Fig. 1: run 1, logic cells by family
(4 px per µm)
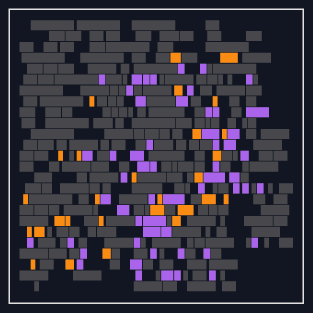
Fig. 2: run 1, metal layers overlaid
(6 px per µm)
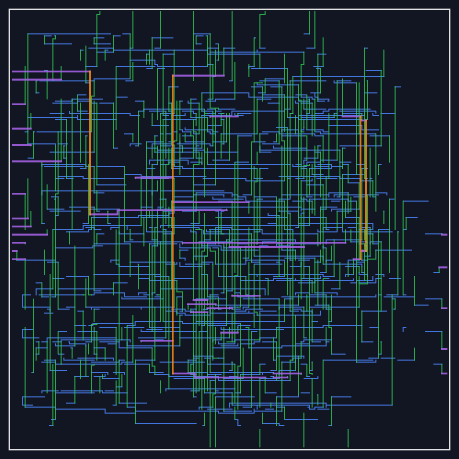
Fig. 3: run 1, clock nets
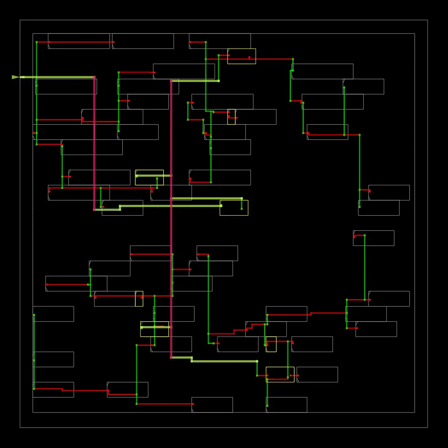
===== config.mk =====
export PLATFORM = sky130hd
export DESIGN_NAME = bit_scan_unit
export DESIGN_NICKNAME = d
export VERILOG_FILES = /design/src/rtl/bit_scan_unit.sv
export SDC_FILE = /design/constraint.sdc
export NUM_CORES = 1
export LEC_CHECK = 0
export CAP_MARGIN = 5
export CORE_MARGIN = 2
export CORE_UTILIZATION = 49
export CTS_CLUSTER_DIAMETER = 60
export DETAILED_ROUTE_END_ITERATION = 12
export PLACE_DENSITY = 0.75
export SKIP_CTS_REPAIR_TIMING = 1
export SYNTH_ARGS = -nofsm -noshare
export SYNTH_HDL_FRONTEND = slang
export SYNTH_SLANG_ARGS = --single-unit

===== constraint.sdc =====
create_clock -name CLK -period 1.7 [get_ports CLK]
set_input_delay 0.34 -clock CLK [delete_from_list [all_inputs] [get_ports CLK]]
set_output_delay 0.34 -clock CLK [all_outputs]
set_load 0.02 [all_outputs]

===== src/rtl/bit_scan_unit.sv =====
// Multi-cycle bit scanner: captures a WIDTH-bit word and walks it LANES bits per clock,
// producing popcount, leading-one index, trailing-one index or parity behind START/BUSY/DONE.
module bit_scan_unit #(
  parameter int WIDTH = 15,
  parameter int LANES = 1,
  parameter int OUT_W = 8
) (
  input  logic             CLK,
  input  logic             RST,
  input  logic             START,
  input  logic [1:0]       MODE,
  input  logic [WIDTH-1:0] IN,
  output logic             BUSY,
  output logic             DONE,
  output logic             ZERO,
  output logic [OUT_W-1:0] OUT
);

  localparam int S      = (WIDTH + LANES - 1) / LANES;
  localparam int PAD_W  = S * LANES;
  localparam int STEP_W = (S > 1) ? $clog2(S) : 1;

  if (OUT_W < $clog2(WIDTH + 1)) begin : g_out_w_chk
    $error("bit_scan_unit: OUT_W too narrow for WIDTH");
  end
  if (LANES < 1 || LANES > WIDTH) begin : g_lanes_chk
    $error("bit_scan_unit: LANES must be in 1..WIDTH");
  end

  typedef enum logic {IDLE, SCAN} state_t;

  state_t             state_q, state_d;
  logic [PAD_W-1:0]   op_q, op_d;
  logic [1:0]         mode_q, mode_d;
  logic [STEP_W-1:0]  step_q, step_d;
  logic [OUT_W-1:0]   base_q, base_d;
  logic [OUT_W-1:0]   acc_q, acc_d;
  logic               hit_q, hit_d;
  logic               zt_q, zt_d;
  logic [OUT_W-1:0]   out_q, out_d;
  logic               zero_q, zero_d;
  logic               done_q, done_d;
  logic [LANES-1:0]   slice;
  logic               last;

  function automatic logic [OUT_W-1:0] ones_in(input logic [LANES-1:0] s);
    logic [OUT_W-1:0] n;
    n = '0;
    for (int i = 0; i < LANES; i++) n = n + OUT_W'(s[i]);
    return n;
  endfunction

  function automatic logic [OUT_W-1:0] hi_index(input logic [LANES-1:0] s);
    logic [OUT_W-1:0] r;
    r = '0;
    for (int i = 0; i < LANES; i++) if (s[i]) r = OUT_W'(i);
    return r;
  endfunction

  function automatic logic [OUT_W-1:0] lo_index(input logic [LANES-1:0] s);
    logic [OUT_W-1:0] r;
    r = '0;
    for (int i = LANES - 1; i >= 0; i--) if (s[i]) r = OUT_W'(i);
    return r;
  endfunction

  // The operand shifts right each step, so the current slice is always the low lanes.
  assign slice = op_q[LANES-1:0];
  assign last  = (step_q == STEP_W'(S - 1));

  always_ff @(posedge CLK) begin
    if (RST) state_q <= IDLE;
    else     state_q <= state_d;
  end

  always_comb begin
    state_d = state_q;
    case (state_q)
      IDLE:    if (START) state_d = SCAN;
      SCAN:    if (last)  state_d = IDLE;
      default: state_d = IDLE;
    endcase
  end

  always_comb begin
    BUSY = (state_q == SCAN);
    DONE = done_q;
    ZERO = zero_q;
    OUT  = out_q;
  end

  always_comb begin
    op_d   = op_q;
    mode_d = mode_q;
    step_d = step_q;
    base_d = base_q;
    acc_d  = acc_q;
    hit_d  = hit_q;
    zt_d   = zt_q;
    out_d  = out_q;
    zero_d = zero_q;
    done_d = 1'b0;
    if (state_q == IDLE) begin
      if (START) begin
        op_d             = '0;
        op_d[WIDTH-1:0]  = IN;
        mode_d           = MODE;
        step_d           = '0;
        base_d           = '0;
        acc_d            = '0;
        hit_d            = 1'b0;
        zt_d             = 1'b1;
      end
    end else begin
      op_d   = op_q >> LANES;
      step_d = step_q + STEP_W'(1);
      base_d = base_q + OUT_W'(LANES);
      zt_d   = zt_q & (slice == '0);
      case (mode_q)
        2'b00: acc_d = acc_q + ones_in(slice);
        2'b01: if (slice != '0) acc_d = base_q + hi_index(slice);
        2'b10: begin
          if (slice != '0 && !hit_q) begin
            acc_d = base_q + lo_index(slice);
            hit_d = 1'b1;
          end
        end
        default: acc_d[0] = acc_q[0] ^ (^slice);
      endcase
      if (last) begin
        out_d  = acc_d;
        zero_d = zt_d;
        done_d = 1'b1;
      end
    end
  end

  // Operand and mode are pure data: they are always reloaded before use.
  always_ff @(posedge CLK) begin
    op_q   <= op_d;
    mode_q <= mode_d;
  end

  always_ff @(posedge CLK) begin
    if (RST) begin
      step_q <= '0;
      base_q <= '0;
      acc_q  <= '0;
      hit_q  <= 1'b0;
      zt_q   <= 1'b0;
      out_q  <= '0;
      zero_q <= 1'b0;
      done_q <= 1'b0;
    end else begin
      step_q <= step_d;
      base_q <= base_d;
      acc_q  <= acc_d;
      hit_q  <= hit_d;
      zt_q   <= zt_d;
      out_q  <= out_d;
      zero_q <= zero_d;
      done_q <= done_d;
    end
  end

endmodule


==> metrics.yaml, run 1 <==
yosys:
  yosysTopAreaCellShare_pct: 29.0
  ys_seq_elements: 50
  xor_share_pct: 1.12
  edf_count: 16
  yosys.cell_types.count: 48
  yosysCellCount: 239
  synth_chip_area_um2: 2340
  ys_seq_share_pct: 49.5
  topCellsByArea: "dfxtp_1, edfxtp_1, mux2_2"
  mux_area_share_pct: 8.01
  compound_area_share_pct: 16.6
  synth-adder-area-share_pct: 2.67
  synth_area_um2: 2340
  top_cells_by_count: "dfxtp_1, nand2_1, a21oi_1, nor2_1, o21ai_0"
  syn_inst: 239
  flop_cell: "dfxtp_1"
final_layout:
  largest_reg_flops: 15
  logic_gates: 167
  final_core_util_pct: 68.0
  finish.instance_area_um2: 3170
  fin_nets: 328
  dominant_cells: "multi-input combinational cells"
  combGateArea_um2: 1200
  clk_share_pct: 2.57
  drive_gt1_share_pct: 28.3
  top_register: "op_q"
  antenna_cells: 0
  area_growth_pct: 35.2
worst_setup_path:
  r2r_end: "acc_q[4]"
  crit_start: "mode_q[1]"
  cp-start-kind: "flip-flop"
  crit_path_cell_trace: "buf_6 -> buf_4 -> or3b_4 -> nor2_4 -> nor2_2 -> a21oi_2 -> o32ai_2"
  path_delay_family: "simple AND/OR/NAND/NOR gates"
  worstPathArrival_ns: 1.85
  max_stage_delay_ns: 0.43
  cp_data_required_time_ns: 1.89
  end_kind: "flip-flop"
  worstSetupPathType: "reg -> reg"
  crit_end: "acc_q[4]"
  path_depth: 7
  r2r_cells: 7
timing:
  setup_ws_ns: 0.0369
  setup_tns_ns: 0
  skew_ns: 0.00415
  setup_viol: 0
  slew_headroom_pct: 78.3
  fin_crit_ns: 1.66
  max_freq_mhz: 601
  final_hold_viol_count: 0
  rsz0062_at_grt: "yes"
  finalCritPeriodShare_pct: 97.8
  slew_viol_final: 0
clock_network:
  cts-buffers-inserted: 5
  path_clk_slew_ns: 0.09
  tritoncts: "done"
  h-tree-depth: 2
min_path:
  hold_end: "OUT[3]"
  hold_path_depth: 2
  worstHoldStart: "OUT[3]"
pwr:
  power.group.top: "registers"
  p_clk_share_pct: 28.2
  ir_worst_vdd_v: 0.000566
  pwr_density_cell_nw_per_um2: 746
  power.leakage_nw: 1.19
  p_total_mw: 2.36
  power_frac_seq_pct: 55.9
  comb-power_uw: 375
  power_switching_uw: 588
  p_sw_share_pct: 24.9
route:
  drt_pass1_iterations: 5
  wl_met1_mm: 2.42
  drt_iter0_markers: 92
  drc: 0
  postRouteAntennaNets: 0
  via_per_inst: 5.62
global_routing:
  antenna_found_initial: 0
  met3_usage_pct: 5.52
  use_met1_pct: 27.3
  grt_use_met2_pct: 35.2
  grt_pass1_vias: 1878
flow_run:
  cap_violations: 0
placed_design:
  pre_cts_ws_ns: -0.0916
  hpwl_mm: 3.85
  dpl_cell_area_um2: 2920
  gp_congestion: 0.832
floorplanning:
  die-width_um: 73.2
  initCoreUtil_pct: 50.3
  tapcell.inserted: 54
  rows: 25
  die-area_um2: 5350
  die-height_um: 73.2
  core_um2: 4660
outcome:
  outcome: "finished, final reports clean"
Back to the opening pictures, Fig. 1:
color	family	cells	most used
orange	nor cells	28	nor2_1
purple	aoi and oai cells	55	a21oi_1
Commonest Layout Cell: buf_4
Finished Layout Cells: 358

Back to the opening pictures, Fig. 2:
color	layer	wire length
green	metal 2	2710 µm
blue	metal 1	2420 µm
purple	metal 3	209 µm
orange	metal 4	119 µm
routed wire length: 5.46 mm
total track usage: 21.7%
Vias: 2013
wire per inst: 15.3 µm

Back to the opening pictures, Fig. 3:
clk_lat worst skew: 0.31 ns
FF+latch count: 50
clock buf count: 6
clock-net power: 667 µW

==> run 2, diff against run 1 <==
--- a/config.mk
+++ b/config.mk
@@ -5,7 +5,7 @@
 export SDC_FILE = /design/constraint.sdc
 export NUM_CORES = 1
 export LEC_CHECK = 0
-export CAP_MARGIN = 5
+export CAP_MARGIN = 40
 export CORE_MARGIN = 2
 export CORE_UTILIZATION = 49
 export CTS_CLUSTER_DIAMETER = 60
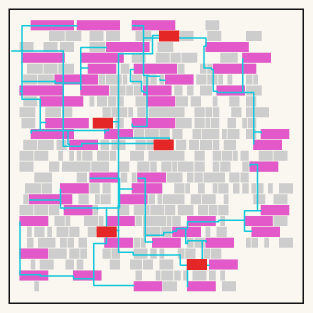
Fig. 4. Clock network drawn from the DEF (run 2).
(4 px per µm)
[magenta] flip-flops | count: 50
[red] clock drivers | count: 5
[cyan] clock wires | length: 607 µm
flops lie	widely spread

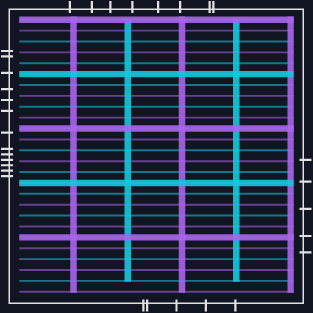
Fig. 5. PDN straps and rails (run 2).
(4 px per µm) Pins as bars on the die edge.
color	net
cyan	VDD
purple	VSS
met5 straps	5
signal pins	31
met4 straps	5
met1 rails	26
die extent in x: 73.2 µm
Die Y: 73.2 µm
Core Region: 4660 µm²
Worst VDD drop: 0.000566 V

==> metrics.yaml, run 2 <==
pwr:
  comb-power_uw: 375
  p_clk_share_pct: 28.2
  power_frac_seq_pct: 55.9
  p_sw_share_pct: 24.9
  p_total_mw: 2.36
  power.leakage_nw: 1.19
  power.group.top: "registers"
  pwr_density_cell_nw_per_um2: 746
  power_switching_uw: 588
yosys:
  xor_share_pct: 1.12
  edf_count: 16
  yosys.cell_types.count: 48
  compound_area_share_pct: 16.6
  topCellsByArea: "dfxtp_1, edfxtp_1, mux2_2"
  ys_seq_elements: 50
  synth_chip_area_um2: 2340
  yosysTopAreaCellShare_pct: 29.0
  synthTopLogicFamily: "simple AND/OR/NAND/NOR gates"
  yosysCellCount: 239
  synth-adder-area-share_pct: 2.67
  fp_nets: 264
  syn_inst: 239
timing:
  skew_ns: 0.00415
  setup_viol: 0
  max_freq_mhz: 601
  worst_pin_slew_ns: 0.323
  setup_tns_ns: 0
  rsz0062_at_grt: "yes"
  fin_crit_ns: 1.66
  slew_headroom_pct: 78.3
  setup_ws_ns: 0.0369
  slew_viol_final: 0
  final_hold_viol_count: 0
placed_design:
  pre_cts_ws_ns: -0.0916
  hpwl_mm: 3.85
  gp_congestion: 0.832
final_layout:
  logic_gates: 167
  fillers: 367
  area_growth_pct: 35.2
  clk_share_pct: 2.57
  finish.instance_area_um2: 3170
  fin_nets: 328
  clock_buffer_count: 6
  drive_gt1_share_pct: 28.3
  largest_reg_flops: 15
  final_core_util_pct: 68.0
  combGateArea_um2: 1200
  dominant_cells: "multi-input combinational cells"
  layoutNonFillerInstCount: 358
  flops: 50
  antenna_cells: 0
  mostFrequentLayoutCell: "buf_4"
  top_register: "op_q"
clock_network:
  path_clk_slew_ns: 0.09
  h-tree-depth: 2
  tritoncts: "done"
  clk_latency_ns: 0.31
route:
  via_per_inst: 5.62
  drc: 0
  postRouteAntennaNets: 0
  wirelength_mm: 5.46
  wl_per_cell_um: 15.3
  wl_met1_mm: 2.42
  vias: 2013
  drt_iter0_markers: 92
global_routing:
  top_usage_layer: "met2"
  met3_usage_pct: 5.52
  grtUsageTotal_pct: 21.7
  grt_use_met2_pct: 35.2
  use_met1_pct: 27.3
  grt_pass1_vias: 1878
  antenna_found_initial: 0
worst_setup_path:
  worstPathArrival_ns: 1.85
  crit_start: "mode_q[1]"
  r2r_cells: 7
  max_stage_delay_ns: 0.43
  cp-start-kind: "flip-flop"
  end_kind: "flip-flop"
  worstReg2RegStart: "mode_q[1]"
  worstSetupPathType: "reg -> reg"
  r2r_end: "acc_q[4]"
  path_depth: 7
  crit_path_cell_trace: "buf_6 -> buf_4 -> or3b_4 -> nor2_4 -> nor2_2 -> a21oi_2 -> o32ai_2"
floorplanning:
  rows: 25
  die-area_um2: 5350
  tapcell.inserted: 54
min_path:
  worstHoldStart: "OUT[3]"
  hold_end: "OUT[3]"
flow_run:
  cap_violations: 0
outcome:
  outcome: "finished, final reports clean"
==> run 3, diff against run 2 <==
--- a/config.mk
+++ b/config.mk
@@ -9,7 +9,9 @@
 export CORE_MARGIN = 2
 export CORE_UTILIZATION = 49
 export CTS_CLUSTER_DIAMETER = 60
+export CTS_CLUSTER_SIZE = 24
 export DETAILED_ROUTE_END_ITERATION = 12
+export HOLD_SLACK_MARGIN = 0.1
 export PLACE_DENSITY = 0.75
 export SKIP_CTS_REPAIR_TIMING = 1
 export SYNTH_ARGS = -nofsm -noshare
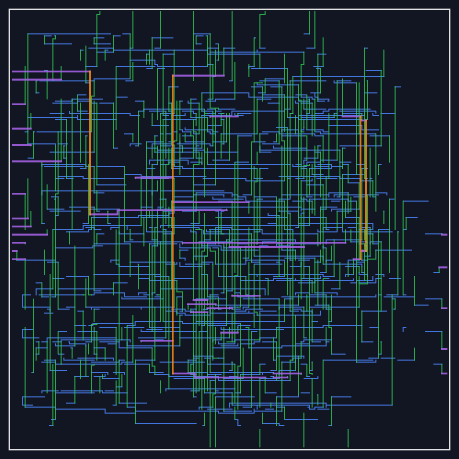
Fig. 6. Metal layers overlaid (run 3).
(6 px per µm)
color	layer	wire length
blue	metal 1	2420 µm
purple	metal 3	209 µm
green	metal 2	2710 µm
orange	metal 4	119 µm

==> metrics.yaml, run 3 <==
pwr:
  p_sw_share_pct: 24.9
  power_frac_seq_pct: 55.9
  pwr_density_cell_nw_per_um2: 746
  power_switching_uw: 588
  ir_worst_vdd_v: 0.000566
  power.leakage_nw: 1.19
  power.group.top: "registers"
floorplanning:
  rows: 25
  die-width_um: 73.2
  initCoreUtil_pct: 50.3
  tapcell.inserted: 54
  die-height_um: 73.2
worst_setup_path:
  worstPathArrival_ns: 1.85
  cp-start-kind: "flip-flop"
  cp_data_required_time_ns: 1.89
  max_stage_delay_ns: 0.43
  crit_end: "acc_q[4]"
  crit_start: "mode_q[1]"
  worstSetupPathType: "reg -> reg"
  r2r_cells: 7
  crit_path_cell_trace: "buf_6 -> buf_4 -> or3b_4 -> nor2_4 -> nor2_2 -> a21oi_2 -> o32ai_2"
final_layout:
  flops: 50
  mostFrequentLayoutCell: "buf_4"
  drive_gt1_share_pct: 28.3
  final_core_util_pct: 68.0
  finish.instance_area_um2: 3170
  largest_reg_flops: 15
  logic_gates: 167
  top_register: "op_q"
  layoutNonFillerInstCount: 358
  clk_share_pct: 2.57
  combGateArea_um2: 1200
yosys:
  fp_nets: 264
  syn_inst: 239
  xor_share_pct: 1.12
  edf_count: 16
  yosys.cell_types.count: 48
  yosysCellCount: 239
  synth-adder-area-share_pct: 2.67
  topCellsByArea: "dfxtp_1, edfxtp_1, mux2_2"
  synth_chip_area_um2: 2340
  synthTopLogicFamily: "simple AND/OR/NAND/NOR gates"
  ys_seq_share_pct: 49.5
  synth_area_um2: 2340
min_path:
  hold_path_depth: 2
  hold_end: "OUT[3]"
flow_run:
  cap_violations: 0
clock_network:
  tritoncts: "done"
  path_clk_slew_ns: 0.09
  clk_latency_ns: 0.31
  h-tree-depth: 2
placed_design:
  gp_congestion: 0.832
  pre_cts_ws_ns: -0.0916
timing:
  rsz0062_at_grt: "yes"
  fin_crit_ns: 1.66
  setup_viol: 0
  setup_tns_ns: 0
  setup_ws_ns: 0.0369
  slew_headroom_pct: 78.3
  worst_pin_slew_ns: 0.323
route:
  drc: 0
  drt_iter0_markers: 92
  wirelength_mm: 5.46
  postRouteAntennaNets: 0
  wl_per_cell_um: 15.3
  vias: 2013
global_routing:
  antenna_found_initial: 0
  grtUsageTotal_pct: 21.7
  top_usage_layer: "met2"
  grt_use_met2_pct: 35.2
  use_met1_pct: 27.3
  met3_usage_pct: 5.52
  grt_pass1_vias: 1878
outcome:
  outcome: "finished, final reports clean"
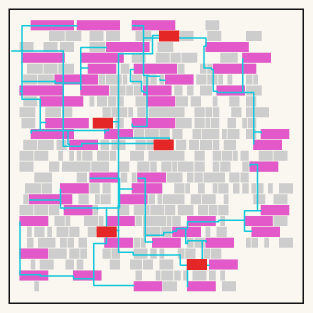
Fig. 7. Clock network drawn from the DEF (run 3).
(4 px per µm)
Clock Power Share: 28.2%
clk_skew: 0.00415 ns

No activity file was given, so power comes from the tool's default toggle rates.
